### src/rtl/riscv_pkg.sv
// Shared datapath constants and register-file FSM states.
package riscv_pkg;

    localparam int XLEN       = 32;
    localparam int REG_COUNT  = 32;
    localparam int REG_ADDR_W = $clog2(REG_COUNT);

    localparam logic [REG_ADDR_W-1:0] RF_CLR_FIRST = REG_ADDR_W'(1);
    localparam logic [REG_ADDR_W-1:0] RF_CLR_LAST  = REG_ADDR_W'(REG_COUNT - 1);

    typedef enum logic {
        RF_INIT,
        RF_READY
    } rf_state_t;

endpackage

### src/rtl/rf_read_port.sv
// One combinational read port of the register file; x0 and busy force zero.
// With REGFILE_BYPASS_EN defined, a same-cycle Writeback to this address is forwarded (write-first).
module rf_read_port
    import riscv_pkg::*;
(
    input  logic [REG_ADDR_W-1:0]           addr_i,
    input  logic [REG_COUNT-1:0][XLEN-1:0]  regs_i,
    input  logic                            busy_i,
`ifdef REGFILE_BYPASS_EN
    input  logic                            byp_we_i,
    input  logic [REG_ADDR_W-1:0]           byp_addr_i,
    input  logic [XLEN-1:0]                 byp_data_i,
`endif
    output logic [XLEN-1:0]                 data_o
);

    always_comb begin
        if (busy_i || (addr_i == '0)) begin
            data_o = '0;
        end
`ifdef REGFILE_BYPASS_EN
        else if (byp_we_i && (byp_addr_i == addr_i)) begin
            data_o = byp_data_i;
        end
`endif
        else begin
            data_o = regs_i[addr_i];
        end
    end

endmodule

### src/rtl/register_file.sv
// Architectural register file: clear sequencer after reset, one write port, two read ports.
// Optional write-through bypass on the read ports is enabled by defining REGFILE_BYPASS_EN.
module register_file
    import riscv_pkg::*;
(
    input  logic                  clk,
    input  logic                  rst,
    input  logic                  W_reg_write,
    input  logic [REG_ADDR_W-1:0] W_rd_addr,
    input  logic [XLEN-1:0]       W_rd,
    input  logic [REG_ADDR_W-1:0] D_rs1_addr,
    input  logic [REG_ADDR_W-1:0] D_rs2_addr,
    output logic [XLEN-1:0]       D_rs1_data,
    output logic [XLEN-1:0]       D_rs2_data,
    output logic                  rf_init_busy
);

    rf_state_t                     state_q, state_d;
    logic [REG_ADDR_W-1:0]         clr_idx_q, clr_idx_d;
    logic [REG_COUNT-1:0][XLEN-1:0] regs_q;

    logic                  wr_en;
    logic                  mem_we;
    logic [REG_ADDR_W-1:0] mem_waddr;
    logic [XLEN-1:0]       mem_wdata;

    assign wr_en        = (state_q == RF_READY) && W_reg_write && (W_rd_addr != '0);
    assign rf_init_busy = (state_q == RF_INIT);

    // NOTE: every output of this block gets a default first, so no path leaves one unassigned and no latch is inferred.
    always_comb begin
        state_d   = state_q;
        clr_idx_d = clr_idx_q;
        mem_we    = 1'b0;
        mem_waddr = W_rd_addr;
        mem_wdata = W_rd;

        unique case (state_q)
            RF_INIT: begin
                mem_we    = 1'b1;
                mem_waddr = clr_idx_q;
                mem_wdata = '0;
                if (clr_idx_q == RF_CLR_LAST) begin
                    state_d = RF_READY;
                end else begin
                    clr_idx_d = clr_idx_q + REG_ADDR_W'(1);
                end
            end
            RF_READY: begin
                mem_we = wr_en;
            end
            default: begin
                state_d = RF_INIT;
            end
        endcase

        // Reset wins over both the clear step and any Writeback write.
        if (rst) begin
            state_d   = RF_INIT;
            clr_idx_d = RF_CLR_FIRST;
            mem_we    = 1'b0;
        end
    end

    // NOTE: sequential state uses non-blocking assignments so all registers update from pre-edge values.
    always_ff @(posedge clk) begin
        state_q   <= state_d;
        clr_idx_q <= clr_idx_d;
    end

    // NOTE: the array has no reset; the clear sequencer zeroes it instead, keeping it a plain memory.
    always_ff @(posedge clk) begin
        if (mem_we) begin
            regs_q[mem_waddr] <= mem_wdata;
        end
    end

    rf_read_port u_rs1 (
        .addr_i     (D_rs1_addr),
        .regs_i     (regs_q),
        .busy_i     (rf_init_busy),
`ifdef REGFILE_BYPASS_EN
        .byp_we_i   (wr_en),
        .byp_addr_i (W_rd_addr),
        .byp_data_i (W_rd),
`endif
        .data_o     (D_rs1_data)
    );

    rf_read_port u_rs2 (
        .addr_i     (D_rs2_addr),
        .regs_i     (regs_q),
        .busy_i     (rf_init_busy),
`ifdef REGFILE_BYPASS_EN
        .byp_we_i   (wr_en),
        .byp_addr_i (W_rd_addr),
        .byp_data_i (W_rd),
`endif
        .data_o     (D_rs2_data)
    );

endmodule

### config.mk
export PLATFORM = sky130hd
export DESIGN_NAME = register_file
export DESIGN_NICKNAME = d
export VERILOG_FILES = /design/src/rtl/riscv_pkg.sv /design/src/rtl/rf_read_port.sv /design/src/rtl/register_file.sv
export SDC_FILE = /design/constraint.sdc
export NUM_CORES = 1
export LEC_CHECK = 0
export CAP_MARGIN = 20
export CORE_ASPECT_RATIO = 1.75
export CORE_MARGIN = 1.5
export CORE_UTILIZATION = 45
export DETAILED_ROUTE_END_ITERATION = 8
export GPL_TIMING_DRIVEN = 0
export PLACE_DENSITY = 0.72
export RECOVER_POWER = 25
export SETUP_SLACK_MARGIN = 0.15
export SKIP_LAST_GASP = 1
export SYNTH_ARGS = -nofsm -noshare
export SYNTH_HDL_FRONTEND = slang
export SYNTH_SLANG_ARGS = --single-unit
### constraint.sdc
create_clock -name clk -period 6.2 [get_ports clk]
set_clock_uncertainty 0.2 [all_clocks]
set_input_delay 1.24 -clock clk [delete_from_list [all_inputs] [get_ports clk]]
set_output_delay 1.24 -clock clk [all_outputs]
set_load 0.03 [all_outputs]
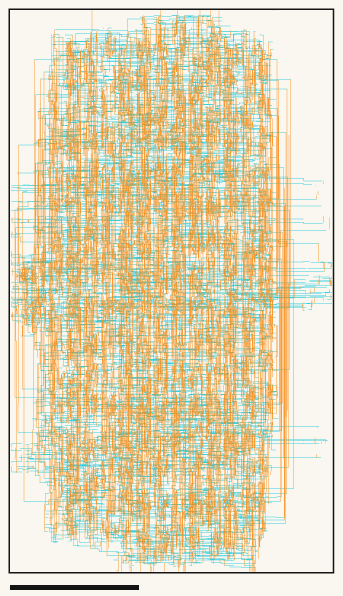
Fig. 1. Metal layers overlaid (run 1).
The bar under the picture is 100 µm long. Only two layers are drawn.
[orange] M2 | wire length: 85.4 mm
[cyan] M1 | wire length: 56.3 mm
final wirelength: 185 mm
overall fraction of global-route tracks in use: 0.339

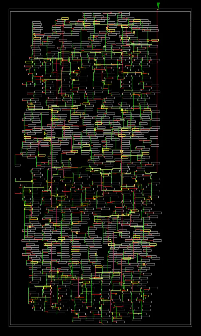
Fig. 2. Clock wiring as the flow saved it (run 1).
# clk buffers: 104
clock-net power: 5510 µW

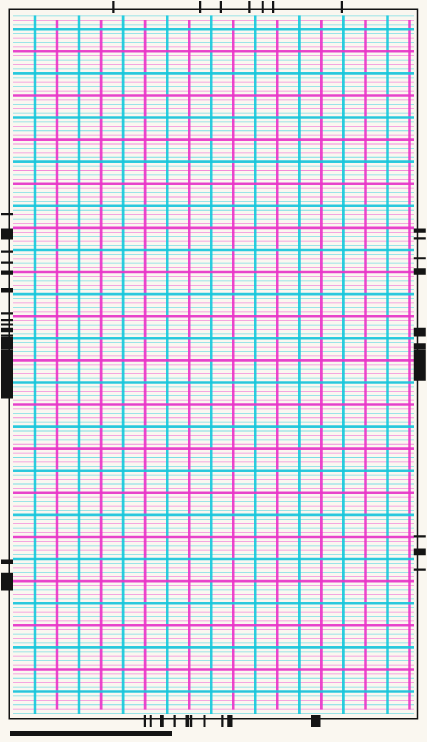
Fig. 3. Floorplan with the power grid (run 1).
The bar under the picture is 100 µm long. Pins as bars on the die edge.
[cyan] VSS
[magenta] VDD
rows: 158
met1 rails: 159
met4 straps: 18
signal pins: 115
met5 straps: 31

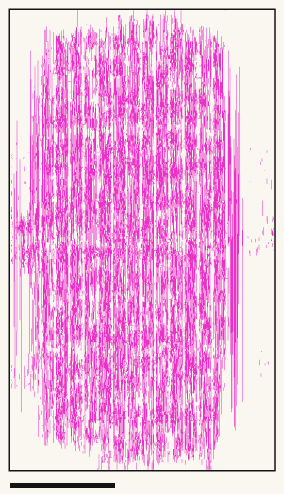
Fig. 4. Met2 routing (run 1).
The bar under the picture is 100 µm long.
longest straight run: 258 µm
wire length on this layer: 85.4 mm
detailed-route via count: 30,800
met2 layer usage reported by global route: 0.537

==> PnR_summary.wiki, run 1 <==
=== Physical design figures ===
{| class="wikitable"
! Metric !! Value
|-
| Number of warning messages in the logs || 29
|-
| Cell internal pwr || 11,100 µW
|-
| Placeable core region || 0.106 mm²
|-
| Post-synthesis cell count from yosys || 2,583
|-
| Number of sequential cells || 1,030
|-
| Width of the die || 251 µm
|-
| Number of clock sinks || 1,030
|-
| Logic gate share of total power || 0.093
|-
| Number of antenna violations at the first check in global routing || 4
|-
| Number of cells on the worst hold path || 2
|-
| Worst-case hold path end point || clr_idx_q[4]$_SDFFE_PP0P_
|-
| Number of violations of the max-capacitance limit || 2
|-
| Highest net fanout along the worst path || 10
|-
| Worst ir drop on vdd || 0.000252 V
|-
| DRC || 0
|-
| Xor-xnor portion of the synthesized cell area || 0.000545
|-
| Crit path DAT || 5.04 ns
|-
| Result of the run || complete, but fails checks
|-
| Number of pins exceeding their max-slew limit in the final report || 50
|-
| # port buffers || 107
|-
| Dominant combinational cell family by area after synthesis || multiplexers
|-
| Final setup violation count || 8
|-
| Final period demand of the worst path || 6.48 ns
|-
| Worst-Margin Slew || 1.57 ns
|-
| Hold Crit Class || reg2reg
|-
| Sequential fraction of design power || 0.527
|-
| Share of final-layout standard cells stronger than drive strength 1 || 0.297
|-
| Number of standard cells in the final layout excluding fillers || 4,273
|-
| Dpl hpwl || 126 mm
|-
| Count of buffers added by post-CTS timing repair for setup || 0
|-
| Critical Path End Type || primary output
|-
| Overflow after GRT || 0
|-
| Number of placed instances, taps included || 4,109
|-
| Most crowded layer after global routing || met2
|-
| Hold Violations, Final || 0
|-
| Most instantiated cells after synthesis || sky130_fd_sc_hd__edfxtp_1, sky130_fd_sc_hd__mux4_2, sky130_fd_sc_hd__mux2i_1, sky130_fd_sc_hd__buf_2, sky130_fd_sc_hd__nand2_1
|-
| Gate Area || 0.0169 mm²
|-
| Total power per unit cell area || 260 mW/mm²
|-
| Combinational fraction of the cell area || 0.303
|-
| Count of cells along the worst register-to-register path || 5
|-
| Violations in the final reports || max-capacitance violations, max-slew violations, negative setup slack
|-
| Switching Share || 0.238
|-
| Hold-fix buffers, CTS || 0
|-
| Post-Syn Nets || 2,635
|-
| DRT antenna net count || 0
|-
| Non-clock inverter instance count of the final layout || 5
|-
| Final core utilization || 0.526
|-
| Netlist Area Pre-Place || 0.0482 mm²
|-
| Setup repair after global routing missed its margin || yes
|-
| Top class by area || registers
|-
| Upper clock frequency limit || 154 MHz
|-
| Placement row count || 158
|-
| Critical-path cell list || clkdlybuf4s50_1 > buf_2 > buf_4 > buf_4 > mux2i_1 > a2bb2oi_1 > nand3_2 > a211oi_2 > clkdlybuf4s50_1
|-
| Multiplexer share || 0.263
|-
| Met3 layer usage reported by global route || 0.0757
|-
| Post-detailed-placement cell area || 0.0527 mm²
|-
| Reported net switching power || 3450 µW
|-
| Main power group || sequential cells
|-
| Die Y || 436 µm
|-
| Top-area cell share || 0.637
|-
| Worst path slowest cell || sky130_fd_sc_hd__clkdlybuf4s50_1
|-
| Clock buf/inv share || 0.0482
|-
| Tcrit/Tclk final || 1.05
|-
| Required time of the worst setup path || 4.76 ns
|-
| Leading area contributor after synthesis || sky130_fd_sc_hd__edfxtp_1
|-
| Count of cells resized by post-cts repair || 93
|-
| Share of flip-flops with an asynchronous set or reset after synthesis || 0
|-
| Net count, final || 2,906
|-
| Count of plain and timing-repair buffers in the layout || 389
|-
| Clock root buffer || sky130_fd_sc_hd__clkbuf_16
|-
| ANT cells || 2
|-
| Worst Hold Margin || 0.376 ns
|-
| Number of fill cells || 8,033
|-
| Wire length of the first global-routing pass || 250 mm
|-
| Clock tree from TritonCTS || done
|-
| Setup slack of the worst register-to-register path || 2.22 ns
|-
| Largest stage delay on the critical path || 0.77 ns
|-
| And+or+nand+nor area frac || 0.0254
|-
| I/O pin cnt || 115
|-
| Num CTS Buffers || 88
|-
| Met1 usage || 0.382
|-
| Vias in the first global route || 30,800
|-
| Max-slew headroom || -0.0488
|-
| Warning count from the yosys run || 0
|-
| PnR worst setup slack || -0.283 ns
|-
| Sequential-cell power consumption || 7650 µW
|-
| Dominant logic cell type in the layout || sky130_fd_sc_hd__edfxtp_1
|-
| Overall die area || 0.109 mm²
|-
| Summed negative setup slack over all endpoints || -0.896 ns
|-
| Inserted tap cell count || 1,360
|-
| Combined flip-flop and latch cell area || 0.0309 mm²
|-
| Number of multi-input combinational cells || 1,340
|-
| Total design power || 14,500 µW
|-
| Deepest level of the CTS H-tree || 3
|-
| Total combinational power || 1350 µW
|-
| Flip-flop and latch share of the layout cell area || 0.553
|-
| Startpoint type of the worst setup path || primary input
|}
-- run 1: critical path, delay by kind of cell --
| kind | cells | cell delay [ns] |
|---|---|---|
| buffers and inverters | 5 | 2.44 |
| AND-OR/OR-AND | 2 | 0.79 |
| AND/OR/NAND/NOR | 1 | 0.41 |
| multiplexers | 1 | 0.12 |
-- run 1: registers in the layout, indices dropped and copies added (netlist names) --
name / cells
clr_idx_q: 5
regs_q: 1024
state_q: 1
-- run 1: per-layer routing --
layer	vias up	part of all wire
met5	-	0.00013
met4	4	0.12
met2	2839	0.46
met1	15800	0.30
met3	683	0.11
li1	11500	-
Fig. 5: run 1, signal wires on met3
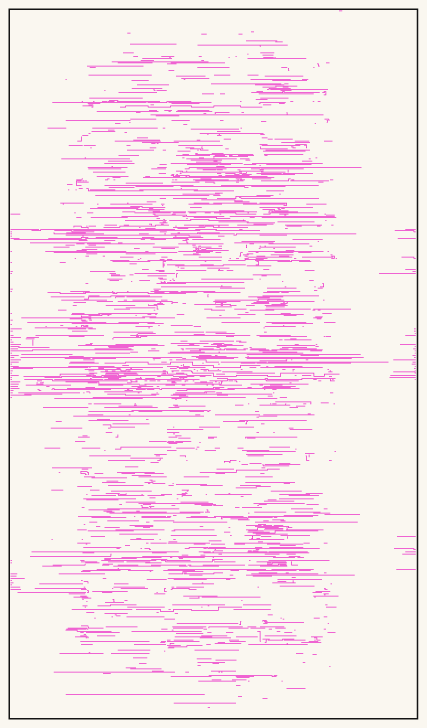

--- run 2 (diff from run 1) ---
--- a/config.mk
+++ b/config.mk
@@ -11,6 +11,7 @@
 export CORE_UTILIZATION = 45
 export DETAILED_ROUTE_END_ITERATION = 8
 export GPL_TIMING_DRIVEN = 0
+export MAX_ROUTING_LAYER = met4
 export PLACE_DENSITY = 0.72
 export RECOVER_POWER = 25
 export SETUP_SLACK_MARGIN = 0.15
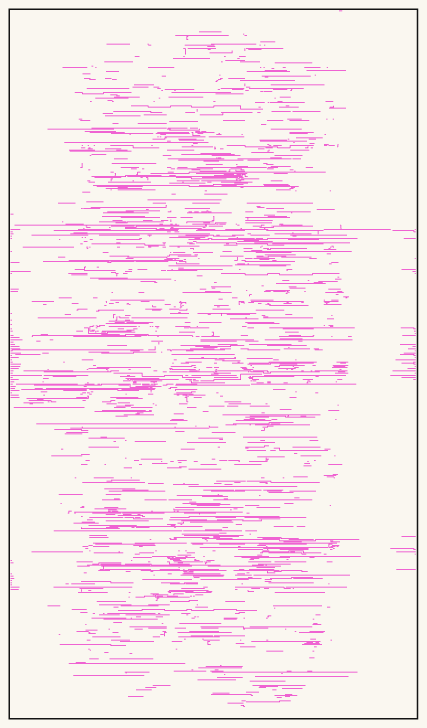
Fig. 6. Signal wires on met3 (run 2).
share of all routed wire: 9.4%
longest straight run: 104 µm
nets with wire on the layer: 792
wire length on this layer: 17,300 µm

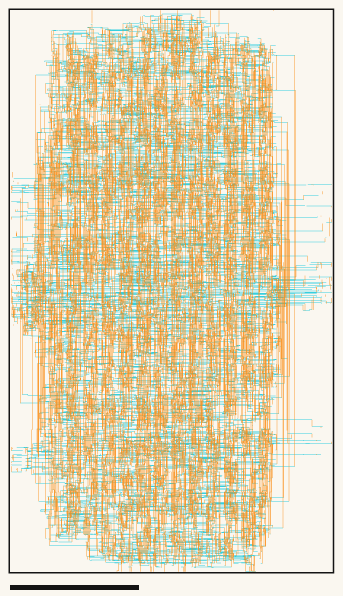
Fig. 7. Metal layers overlaid (run 2).
The bar under the picture is 100 µm long. Only two layers are drawn.
[cyan] M1 | wire length: 57.5 mm
[orange] M2 | wire length: 84.5 mm
overall fraction of global-route tracks in use: 0.348
final wirelength: 183 mm
detailed-route via count: 30,700
routed length per instance: 42.7 µm

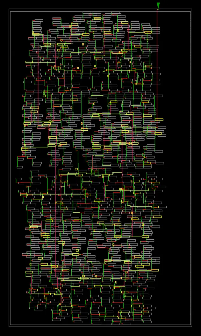
Fig. 8. Clock wiring as the flow saved it (run 2).
number of sequential cells: 1,030
# clk buffers: 105
clock-net power: 5960 µW

==> PnR_summary.wiki, run 2 <==
=== Physical design figures ===
{| class="wikitable"
! Metric !! Value
|-
| Placement row count || 158
|-
| Portion of total power attributed to the clock network || 0.399
|-
| Netlist Area Pre-Place || 0.0482 mm²
|-
| Via/cell ratio || 7.15
|-
| Area fraction in full adders, half adders and majority gates || 0.000519
|-
| Final instance area || 0.0561 mm²
|-
| Deepest level of the CTS H-tree || 3
|-
| Number of cells on the worst hold path || 2
|-
| Xor-xnor portion of the synthesized cell area || 0.000545
|-
| Post-synthesis cell count from yosys || 2,583
|-
| Worst-Margin Slew || 1.55 ns
|-
| Final period demand of the worst path || 6.25 ns
|-
| Critical setup path kind || in2out
|-
| DRC || 0
|-
| Total combinational power || 1340 µW
|-
| Maximum clock insertion buffer count || 3
|-
| Sequential-cell power consumption || 7640 µW
|-
| Clock root buffer || sky130_fd_sc_hd__clkbuf_16
|-
| Most instantiated cells after synthesis || sky130_fd_sc_hd__edfxtp_1, sky130_fd_sc_hd__mux4_2, sky130_fd_sc_hd__mux2i_1, sky130_fd_sc_hd__buf_2, sky130_fd_sc_hd__nand2_1
|-
| Count of cells resized by post-cts repair || 99
|-
| Critical-path cell list || clkdlybuf4s50_1 > buf_2 > buf_4 > buf_4 > mux2i_1 > nand2_1 > nand3_1 > a211oi_2 > clkdlybuf4s50_1
|-
| Number of pins exceeding their max-slew limit in the final report || 25
|-
| Overflow after GRT || 0
|-
| Count of cell instances traversed by the critical path || 9
|-
| Largest Register || regs_q
|-
| Insertion delay at the late pin of the worst-skew pair || 0.71 ns
|-
| Worst ir drop on vdd || 0.000218 V
|-
| Dominant combinational cell family by area after synthesis || multiplexers
|-
| Multiplexer share || 0.263
|-
| Hold Crit Class || reg2reg
|-
| Net count, final || 2,908
|-
| Final core utilization || 0.528
|-
| Hold Violations, Final || 0
|-
| Number of clock sinks || 1,030
|-
| Sequential fraction of design power || 0.512
|-
| Crit path max-delay family || buffers and inverters
|-
| Number of warning messages in the logs || 29
|-
| Number of fill cells || 8,002
|-
| Setup repair after global routing missed its margin || yes
|-
| Total buffers and inverters traversed by the critical path || 5
|-
| Count of buffers added by post-CTS timing repair for setup || 0
|-
| # port buffers || 107
|-
| Routability-driven placement congestion ratio || 0.965
|-
| Switching Share || 0.237
|-
| Post-Syn Nets || 2,635
|-
| Placeable core region || 0.106 mm²
|-
| Leading area contributor after synthesis || sky130_fd_sc_hd__edfxtp_1
|-
| Main power group || sequential cells
|-
| Cell internal pwr || 11,400 µW
|-
| Tcrit/Tclk final || 1.01
|-
| Overall die area || 0.109 mm²
|-
| Summed negative setup slack over all endpoints || -0.0561 ns
|-
| Total design power || 14,900 µW
|-
| Number of placed instances, taps included || 4,109
|-
| Warning count from the yosys run || 0
|-
| Logic gate share of total power || 0.090
|-
| Die Y || 436 µm
|-
| I/O pin cnt || 115
|-
| Result of the run || complete, but fails checks
|-
| Upper clock frequency limit || 160 MHz
|-
| Clock tree from TritonCTS || done
|-
| Required time of the worst setup path || 4.76 ns
|-
| Share of final-layout standard cells stronger than drive strength 1 || 0.300
|-
| Vias in the first global route || 30,500
|-
| Total power per unit cell area || 267 mW/mm²
|-
| Worst path slowest cell || sky130_fd_sc_hd__clkdlybuf4s50_1
|-
| Top-area cell share || 0.637
|-
| Worst-case hold path end point || clr_idx_q[4]$_SDFFE_PP0P_
|-
| Final setup violation count || 2
|-
| Max FFs per register || 1,024
|-
| Startpoint type of the worst setup path || primary input
|-
| Number of standard cells in the final layout excluding fillers || 4,295
|-
| Number of antenna violations at the first check in global routing || 11
|-
| Hold-fix buffers, CTS || 0
|-
| PnR worst setup slack || -0.0486 ns
|-
| Highest net fanout along the worst path || 10
|-
| Width of the die || 251 µm
|-
| Share of flip-flops with an asynchronous set or reset after synthesis || 0
|-
| Primary flip-flop cell chosen by synthesis mapping || sky130_fd_sc_hd__edfxtp_1
|-
| Violations in the final reports || max-capacitance violations, max-slew violations, negative setup slack
|-
| Largest stage delay on the critical path || 0.78 ns
|-
| Hold path startpoint || clr_idx_q[4]$_SDFFE_PP0P_
|-
| Count of cells along the worst register-to-register path || 5
|-
| Max-slew headroom || -0.0335
|-
| Num CTS Buffers || 90
|-
| Crit path DAT || 4.81 ns
|-
| Setup slack of the worst register-to-register path || 2.20 ns
|-
| Dpl hpwl || 127 mm
|-
| Top-count cell post-synth || sky130_fd_sc_hd__edfxtp_1
|-
| Largest registers || regs_q: 1024 flops, clr_idx_q: 5 flops, state_q: 1 flops
|-
| Post-detailed-placement cell area || 0.0526 mm²
|-
| Dominant logic cell type in the layout || sky130_fd_sc_hd__edfxtp_1
|-
| Worst Hold Margin || 0.375 ns
|-
| Iteration-0 DRC Markers || 5,202
|-
| Critical Path End Type || primary output
|-
| Wire length of the first global-routing pass || 249 mm
|-
| DRT antenna net count || 0
|-
| Largest net degree at the start of global routing || 33
|-
| Register bit count reported by yosys || 1,030
|-
| Reported net switching power || 3540 µW
|-
| Number of violations of the max-capacitance limit || 2
|-
| And+or+nand+nor area frac || 0.0254
|-
| CP Launch Point || D_rs1_addr[2]
|}
run 2: routing by layer:
layer	share of wire	GRT usage	wire [µm]
met1	0.31	0.383	57500
met3	0.094	0.0673	17300
met4	0.13	0.343	23900
met2	0.46	0.522	84500
met5	0	-	0
run 2: worst min-delay path, cell delays in order (launching register included):
cell                      delay, ns
sky130_fd_sc_hd__dfxtp_1       0.36
sky130_fd_sc_hd__o21ai_0       0.09
sky130_fd_sc_hd__a21oi_1       0.08
run 2: area by class of cell:
class	instances	area, µm²	share of cell area
Antenna cell	6	15.0	0.000268
Buffer	208	1100	0.0196
Clock buffer	105	2370	0.0423
Clock inverter	60	661	0.0118
Inverter	5	18.8	0.000335
Multi-Input combinational cell	1340	16900	0.302
Sequential cell	1030	30900	0.551
Tap cell	1360	1700	0.0304
Timing Repair Buffer	181	2390	0.0427
No activity file was given, so power comes from the tool's default toggle rates.
